File: config.mk
export PLATFORM = sky130hd
export DESIGN_NAME = move_expander_flat
export DESIGN_NICKNAME = d
export VERILOG_FILES = /design/src/rtl/move_expander_if.sv /design/src/rtl/move_expander.sv /design/src/flat_wrapper.sv
export SDC_FILE = /design/constraint.sdc
export NUM_CORES = 1
export LEC_CHECK = 0
export CORE_MARGIN = 2
export CORE_UTILIZATION = 33
export DETAILED_ROUTE_END_ITERATION = 16
export HOLD_SLACK_MARGIN = 0.02
export PLACE_DENSITY = 0.6
export SYNTH_ARGS = -nofsm -noshare
export SYNTH_HDL_FRONTEND = slang
export SYNTH_SLANG_ARGS = --single-unit
File: constraint.sdc
create_clock -name clock_i -period 12.03 [get_ports clock_i]
set_input_delay 2.406 -clock clock_i [delete_from_list [all_inputs] [get_ports clock_i]]
set_output_delay 2.406 -clock clock_i [all_outputs]
set_load 0.02 [all_outputs]
File: src/rtl/move_expander_if.sv
// Move stream handshake between the move expander and the downstream move selector.
// One move is transferred on each cycle where move_valid and move_ready are both high.
interface move_expander_if;
    logic       move_valid;
    logic       move_ready;
    logic [3:0] move_piece;
    logic [2:0] move_from_row;
    logic [2:0] move_from_col;
    logic [2:0] move_to_row;
    logic [2:0] move_to_col;

    modport master (
        output move_valid, move_piece, move_from_row, move_from_col, move_to_row, move_to_col,
        input  move_ready
    );

    modport slave (
        input  move_valid, move_piece, move_from_row, move_from_col, move_to_row, move_to_col,
        output move_ready
    );
endinterface

File: src/rtl/move_expander.sv
// Expands the packed pawn/rook move set into a stream of concrete (piece, from, to) moves.
// Scans one candidate per cycle and reports the emitted-move count when the scan completes.
module move_expander #(
    parameter int unsigned NUM_PAWNS = 8,
    parameter int unsigned NUM_ROOKS = 2,
    parameter int unsigned CNT_W     = 8
) (
    input  logic              clock_i,
    input  logic              reset_ni,
    input  logic              start_i,
    input  logic              player_i,
    input  logic [95:0]       location_vector_white_i,
    input  logic [95:0]       location_vector_black_i,
    input  logic [15:0]       alive_vector_white_i,
    input  logic [15:0]       alive_vector_black_i,
    input  logic [112:0]      move_set_i,
    move_expander_if.master   mv,
    output logic              busy_o,
    output logic              done_o,
    output logic [CNT_W-1:0]  move_count_o,
    output logic              range_err_o
);

    localparam logic [3:0] PawnLimit = 4'(NUM_PAWNS);
    localparam logic [3:0] LastPiece = 4'(NUM_PAWNS + NUM_ROOKS - 1);

    typedef enum logic [1:0] {StIdle, StScan, StEmit, StDone} state_e;

    state_e             state_q;
    logic               player_q;
    logic [95:0]        loc_q;
    logic [15:0]        alive_q;
    logic [112:57]      move_set_q;
    logic [3:0]         piece_q;
    logic [1:0]         field_q;
    logic [2:0]         step_q;
    logic               last_q;
    logic [CNT_W-1:0]   cnt_q;
    logic               valid_q, busy_q, done_q, err_q;
    logic [3:0]         out_piece_q;
    logic [2:0]         fr_q, fc_q, tr_q, tc_q;
    logic [CNT_W-1:0]   count_q;

    logic               is_pawn, alive, present, oob, field_end, last;
    logic [3:0]         pid, row4, col4, dir, j4, dst_row, dst_col;
    logic [6:0]         pawn_base, rook_base, loc_base;
    logic [3:0]         pawn_bits;
    logic [11:0]        rook_field;
    logic [5:0]         loc;
    logic [2:0]         rook_cnt, eff_cnt;
    logic [3:0]         piece_d;
    logic [1:0]         field_d;
    logic [2:0]         step_d;

    // Candidate decode for the current scan pointer (piece, field, step).
    always_comb begin
        is_pawn    = piece_q < PawnLimit;
        pid        = 4'd15 - piece_q;
        pawn_base  = 7'd112 - {1'b0, piece_q, 2'b00};
        rook_base  = piece_q[0] ? 7'd68 : 7'd80;
        pawn_bits  = move_set_q[pawn_base -: 4];
        rook_field = move_set_q[rook_base -: 12];
        loc_base   = 7'(pid) * 7'd6;
        loc        = loc_q[loc_base +: 6];
        alive      = alive_q[pid];
        case (field_q)
            2'd0:    rook_cnt = rook_field[11:9];
            2'd1:    rook_cnt = rook_field[8:6];
            2'd2:    rook_cnt = rook_field[5:3];
            default: rook_cnt = rook_field[2:0];
        endcase
        eff_cnt = alive ? rook_cnt : 3'd0;
        row4    = {1'b0, loc[5:3]};
        col4    = {1'b0, loc[2:0]};
        dir     = player_q ? 4'd1 : 4'hf;
        j4      = {1'b0, step_q};
        dst_row = row4;
        dst_col = col4;
        if (is_pawn) begin
            present = alive & pawn_bits[2'd3 - field_q];
            case (field_q)
                2'd0:    dst_row = row4 + dir;
                2'd1:    dst_row = row4 + dir + dir;
                2'd2:    begin dst_row = row4 + dir; dst_col = col4 - 4'd1; end
                default: begin dst_row = row4 + dir; dst_col = col4 + 4'd1; end
            endcase
        end else begin
            present = eff_cnt != 3'd0;
            case (field_q)
                2'd0:    dst_col = col4 - j4;
                2'd1:    dst_col = col4 + j4;
                2'd2:    dst_row = row4 + j4;
                default: dst_row = row4 - j4;
            endcase
        end
        // Any 4-bit result with bit 3 set lies outside 0..7 signed or unsigned.
        oob       = dst_row[3] | dst_col[3];
        field_end = is_pawn || (eff_cnt == 3'd0) || (step_q == eff_cnt);
        last      = field_end && (field_q == 2'd3) && (piece_q == LastPiece);
        piece_d   = piece_q;
        field_d   = field_q;
        step_d    = step_q + 3'd1;
        if (field_end) begin
            step_d  = 3'd1;
            field_d = field_q + 2'd1;
            if (field_q == 2'd3) piece_d = piece_q + 4'd1;
        end
    end

    always_ff @(posedge clock_i or negedge reset_ni) begin
        if (!reset_ni) begin
            state_q     <= StIdle;
            player_q    <= 1'b0;
            loc_q       <= '0;
            alive_q     <= '0;
            move_set_q  <= '0;
            piece_q     <= '0;
            field_q     <= '0;
            step_q      <= 3'd1;
            last_q      <= 1'b0;
            cnt_q       <= '0;
            valid_q     <= 1'b0;
            busy_q      <= 1'b0;
            done_q      <= 1'b0;
            err_q       <= 1'b0;
            out_piece_q <= '0;
            fr_q        <= '0;
            fc_q        <= '0;
            tr_q        <= '0;
            tc_q        <= '0;
            count_q     <= '0;
        end else begin
            case (state_q)
                StIdle: begin
                    done_q <= 1'b0;
                    if (start_i) begin
                        player_q   <= player_i;
                        loc_q      <= player_i ? location_vector_white_i : location_vector_black_i;
                        alive_q    <= player_i ? alive_vector_white_i : alive_vector_black_i;
                        move_set_q <= move_set_i[112:57];
                        piece_q    <= '0;
                        field_q    <= '0;
                        step_q     <= 3'd1;
                        cnt_q      <= '0;
                        count_q    <= '0;
                        err_q      <= 1'b0;
                        busy_q     <= 1'b1;
                        state_q    <= StScan;
                    end
                end
                StScan: begin
                    piece_q <= piece_d;
                    field_q <= field_d;
                    step_q  <= step_d;
                    if (present && oob) err_q <= 1'b1;
                    if (present && !oob) begin
                        valid_q     <= 1'b1;
                        out_piece_q <= pid;
                        fr_q        <= row4[2:0];
                        fc_q        <= col4[2:0];
                        tr_q        <= dst_row[2:0];
                        tc_q        <= dst_col[2:0];
                        last_q      <= last;
                        state_q     <= StEmit;
                    end else if (last) begin
                        state_q <= StDone;
                    end
                end
                StEmit: begin
                    if (mv.move_ready) begin
                        valid_q <= 1'b0;
                        if (cnt_q != '1) cnt_q <= cnt_q + 1'b1;
                        state_q <= last_q ? StDone : StScan;
                    end
                end
                StDone: begin
                    done_q  <= 1'b1;
                    busy_q  <= 1'b0;
                    count_q <= cnt_q;
                    state_q <= StIdle;
                end
                default: state_q <= StIdle;
            endcase
        end
    end

    assign mv.move_valid    = valid_q;
    assign mv.move_piece    = out_piece_q;
    assign mv.move_from_row = fr_q;
    assign mv.move_from_col = fc_q;
    assign mv.move_to_row   = tr_q;
    assign mv.move_to_col   = tc_q;
    assign busy_o           = busy_q;
    assign done_o           = done_q;
    assign move_count_o     = count_q;
    assign range_err_o      = err_q;

endmodule

File: src/flat_wrapper.sv
// flat-port wrapper written by rule: the top's interface ports become plain ports
module move_expander_flat 
#(
    parameter int unsigned NUM_PAWNS = 8,
    parameter int unsigned NUM_ROOKS = 2,
    parameter int unsigned CNT_W     = 8
)
  (clock_i, reset_ni, start_i, player_i, location_vector_white_i, location_vector_black_i, alive_vector_white_i, alive_vector_black_i, move_set_i, busy_o, done_o, move_count_o, range_err_o, mv_move_valid, mv_move_piece, mv_move_from_row, mv_move_from_col, mv_move_to_row, mv_move_to_col, mv_move_ready);
  move_expander_if mv_i ();
  input  logic clock_i;
  input  logic reset_ni;
  input  logic start_i;
  input  logic player_i;
  input  logic [95:0] location_vector_white_i;
  input  logic [95:0] location_vector_black_i;
  input  logic [15:0] alive_vector_white_i;
  input  logic [15:0] alive_vector_black_i;
  input  logic [112:0] move_set_i;
  output logic busy_o;
  output logic done_o;
  output logic [CNT_W-1:0] move_count_o;
  output logic range_err_o;
  output wire logic [$bits(mv_i.move_valid)-1:0] mv_move_valid;
  output wire logic [$bits(mv_i.move_piece)-1:0] mv_move_piece;
  output wire logic [$bits(mv_i.move_from_row)-1:0] mv_move_from_row;
  output wire logic [$bits(mv_i.move_from_col)-1:0] mv_move_from_col;
  output wire logic [$bits(mv_i.move_to_row)-1:0] mv_move_to_row;
  output wire logic [$bits(mv_i.move_to_col)-1:0] mv_move_to_col;
  input wire logic [$bits(mv_i.move_ready)-1:0] mv_move_ready;
  assign mv_move_valid = mv_i.move_valid;
  assign mv_move_piece = mv_i.move_piece;
  assign mv_move_from_row = mv_i.move_from_row;
  assign mv_move_from_col = mv_i.move_from_col;
  assign mv_move_to_row = mv_i.move_to_row;
  assign mv_move_to_col = mv_i.move_to_col;
  assign mv_i.move_ready = mv_move_ready;
  move_expander #(.NUM_PAWNS(NUM_PAWNS), .NUM_ROOKS(NUM_ROOKS), .CNT_W(CNT_W)) u_core (.clock_i(clock_i), .reset_ni(reset_ni), .start_i(start_i), .player_i(player_i), .location_vector_white_i(location_vector_white_i), .location_vector_black_i(location_vector_black_i), .alive_vector_white_i(alive_vector_white_i), .alive_vector_black_i(alive_vector_black_i), .move_set_i(move_set_i), .mv(mv_i), .busy_o(busy_o), .done_o(done_o), .move_count_o(move_count_o), .range_err_o(range_err_o));
endmodule
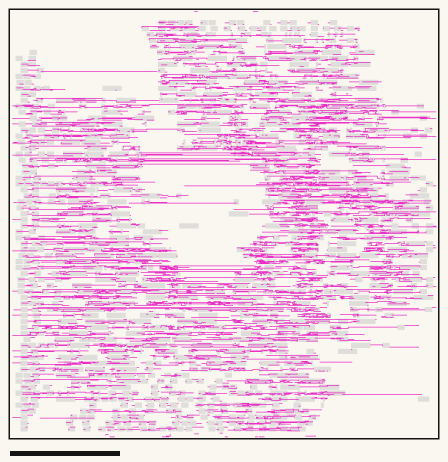
Figure 1: run 1, metal 1.
The bar under the picture is 50 um long.
- main direction: horizontal
- share of all routed wire: 44%
- longest straight run: 78.7 um
aggregate routed wire length: 34290 um
GRT met1 Usage: 0.2395
detailed-route via count: 9547

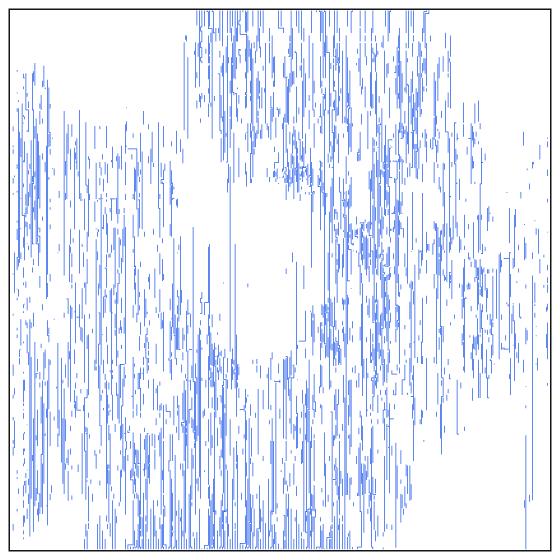
Figure 2: run 1, the metal 2 layer.
- main direction: vertical
- share of all routed wire: 48%
fraction of met2 tracks used by global routing: 0.3015

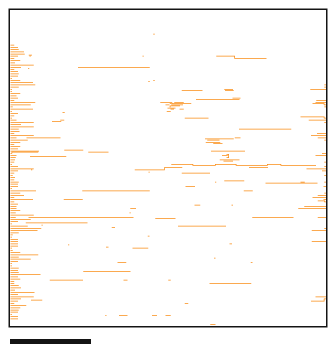
Figure 3: run 1, met3 routing.
The bar under the picture is 50 um long.
- longest straight run: 64.4 um
- share of all routed wire: 5.5%
- nets with wire on the layer: 210
met3 track utilization from global routing: 0.03453

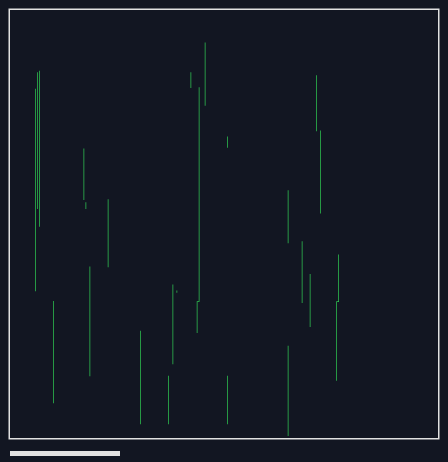
Figure 4: run 1, signal wires on met4.
The bar under the picture is 50 um long.
- wire length on this layer: 889 um
- nets with wire on the layer: 15
- longest straight run: 97.4 um
- share of all routed wire: 2.6%

==> impl_metrics.tcl, run 1 <==
# yosys + openroad results
set metrics [dict create \
    post_cts_buffers 0 \
    power-per-cell-area_nw_per_um2 214.7 \
    worst_path_dominant_cell_family "AND-OR/OR-AND gates" \
    mux_cell_area_share 0.2123 \
    flop_area_um2 5436 \
    worstSkewPairLatency_ns 0.53 \
    dp_worst_setup_slack_ns 5.678 \
    h-tree-depth 1 \
    ys.flop_type "sky130_fd_sc_hd__dfrtp_1" \
    yosys-top-cells-count "sky130_fd_sc_hd__nand2_1, sky130_fd_sc_hd__dfrtp_1, sky130_fd_sc_hd__mux2i_1" \
    comb-cell-share 0.3771 \
    synth.cellmix.xorXnorShare 0.01167 \
    fin_total_pwr_w 0.003487 \
    antenna_left 0 \
    vias_per_cell 4.908 \
    stage_log_warning_count 95 \
    total_stage_count_of_the_critical_path 16 \
    area_growth_syn_to_layout_pct 35.25 \
    dp.final_hpwl_um 25280 \
    post_synth_ao_oa_area_fraction 0.1173 \
    post_cts_hold_buffer_count 0 \
    core.rowCount 69 \
    synth-async-reset-ratio 1.000 \
    yosysCellCount 1204 \
    irDropWorstVdd_mv 0.1035 \
    outcome "complete, no violations" \
    yosys_register_bits 217 \
    critical_path.slowest_cell "sky130_fd_sc_hd__and3_1" \
    max_clock_freq_mhz 158.6 \
    floorplan.initialDensity 0.3360 \
    global_route_wire_length_before_repair_um 54140 \
    clock_cell_area_share 0.05046 \
]
run 1: power groups by stage:
stage	clock network, W	logic, W	registers, W
after floorplan	0	0.00104	0.00122
after global placement	0	0.00146	0.00123
after detailed placement	0	0.00150	0.00125
after CTS	0.000787	0.00150	0.00124
after global routing	0.000820	0.00168	0.00128
final	0.000764	0.00149	0.00123
run 1: worst min-delay path by stage:
stage                                  end  depth (start not counted)
floorplan           u_core.move_set_q[109]                          2
global placement    u_core.move_set_q[109]                          2
detailed placement  u_core.move_set_q[104]                          2
CTS                 u_core.move_set_q[104]                          2
global route        u_core.move_set_q[110]                          2
finish              u_core.move_set_q[109]                          2
==> inputs of run 2 (changes only) <==
--- a/config.mk
+++ b/config.mk
@@ -9,7 +9,7 @@
 export CORE_UTILIZATION = 33
 export DETAILED_ROUTE_END_ITERATION = 16
 export HOLD_SLACK_MARGIN = 0.02
-export PLACE_DENSITY = 0.6
+export PLACE_DENSITY = 0.62
 export SYNTH_ARGS = -nofsm -noshare
 export SYNTH_HDL_FRONTEND = slang
 export SYNTH_SLANG_ARGS = --single-unit
==> constraint.sdc (replaced) <==
create_clock -name clock_i -period 5.3 [get_ports clock_i]
set_input_delay 1.06 -clock clock_i [delete_from_list [all_inputs] [get_ports clock_i]]
set_output_delay 1.06 -clock clock_i [all_outputs]
set_load 0.02 [all_outputs]
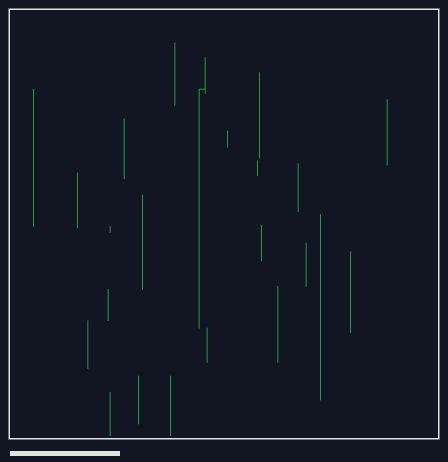
Figure 5: run 2, signal wires on met4.
The bar under the picture is 50 um long.
- nets with wire on the layer: 11
- wire length on this layer: 734 um
- share of all routed wire: 2.1%
- main direction: vertical
aggregate routed wire length: 34940 um
detailed-route via count: 9716

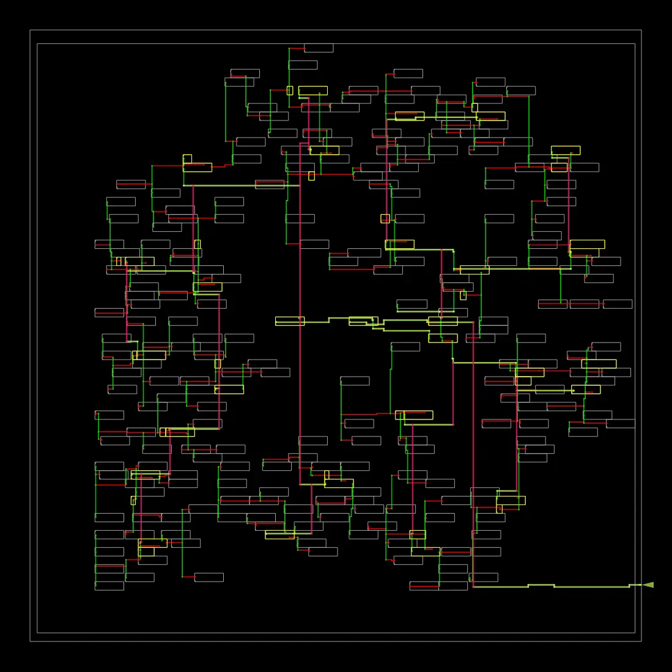
Figure 6: run 2, clock routing.
clock latency on the worst-skew pair: 0.53 ns
worst clock skew on the final layout: 0.009518 ns
flip-flop and latch count: 217

==> impl_metrics.tcl, run 2 <==
# yosys + openroad results
set metrics [dict create \
    fin_total_pwr_w 0.008022 \
    worstHoldEndpoint "u_core.move_set_q[108]" \
    hold_path_cell_cnt 2 \
    powerSeq_w 0.00283 \
    core.rowCount 69 \
    stage_log_warning_count 95 \
    clk-power_w 0.00179 \
    worst_path_dominant_cell_family "AND-OR/OR-AND gates" \
    antenna_left 0 \
    grt_util_met2 0.3072 \
    global_route_wire_length_before_repair_um 54450 \
    clock_cell_area_share 0.05288 \
    ys.flop_type "sky130_fd_sc_hd__dfrtp_1" \
    outcome "complete, no violations" \
    yosys_register_bits 217 \
    post_cts_hold_buffer_count 0 \
    area_growth_syn_to_layout_pct 36.76 \
    grtUsageMet1 0.2479 \
    dp.final_hpwl_um 26330 \
    flop_area_um2 5436 \
    pwr.group.combinational_w 0.00341 \
    yosysCellCount 1204 \
    mux_cell_area_share 0.2123 \
    h-tree-depth 1 \
    post_cts_buffers 0 \
    irDropWorstVdd_mv 0.2127 \
    power-per-cell-area_nw_per_um2 488.5 \
]
[run 2: cell counts after synthesis]
Identical to the previous run, type by type.
[run 2: worst max path at each step]
| stage | to | slack (ns) | cells past startpoint |
|---|---|---|---|
| floorplan | u_core.mv.move_from_col[0] | 0.27 | 24 |
| finish | u_core.mv.move_from_col[2] | 0.53 | 15 |
| global placement | u_core.mv.move_from_col[2] | 0.61 | 14 |
| global route | u_core.mv.move_from_col[2] | 0.23 | 18 |
| CTS | u_core.mv.move_from_col[2] | 0.51 | 18 |
| detailed placement | u_core.mv.move_from_col[2] | 0.54 | 16 |
[run 2: tightest hold or removal path, stage by stage, from the launching register on]
cell	delay (ns)
sky130_fd_sc_hd__dfrtp_1	0.33
sky130_fd_sc_hd__nand2_1	0.05
sky130_fd_sc_hd__nand2_1	0.05
Power is estimated from default activity; no workload was simulated.
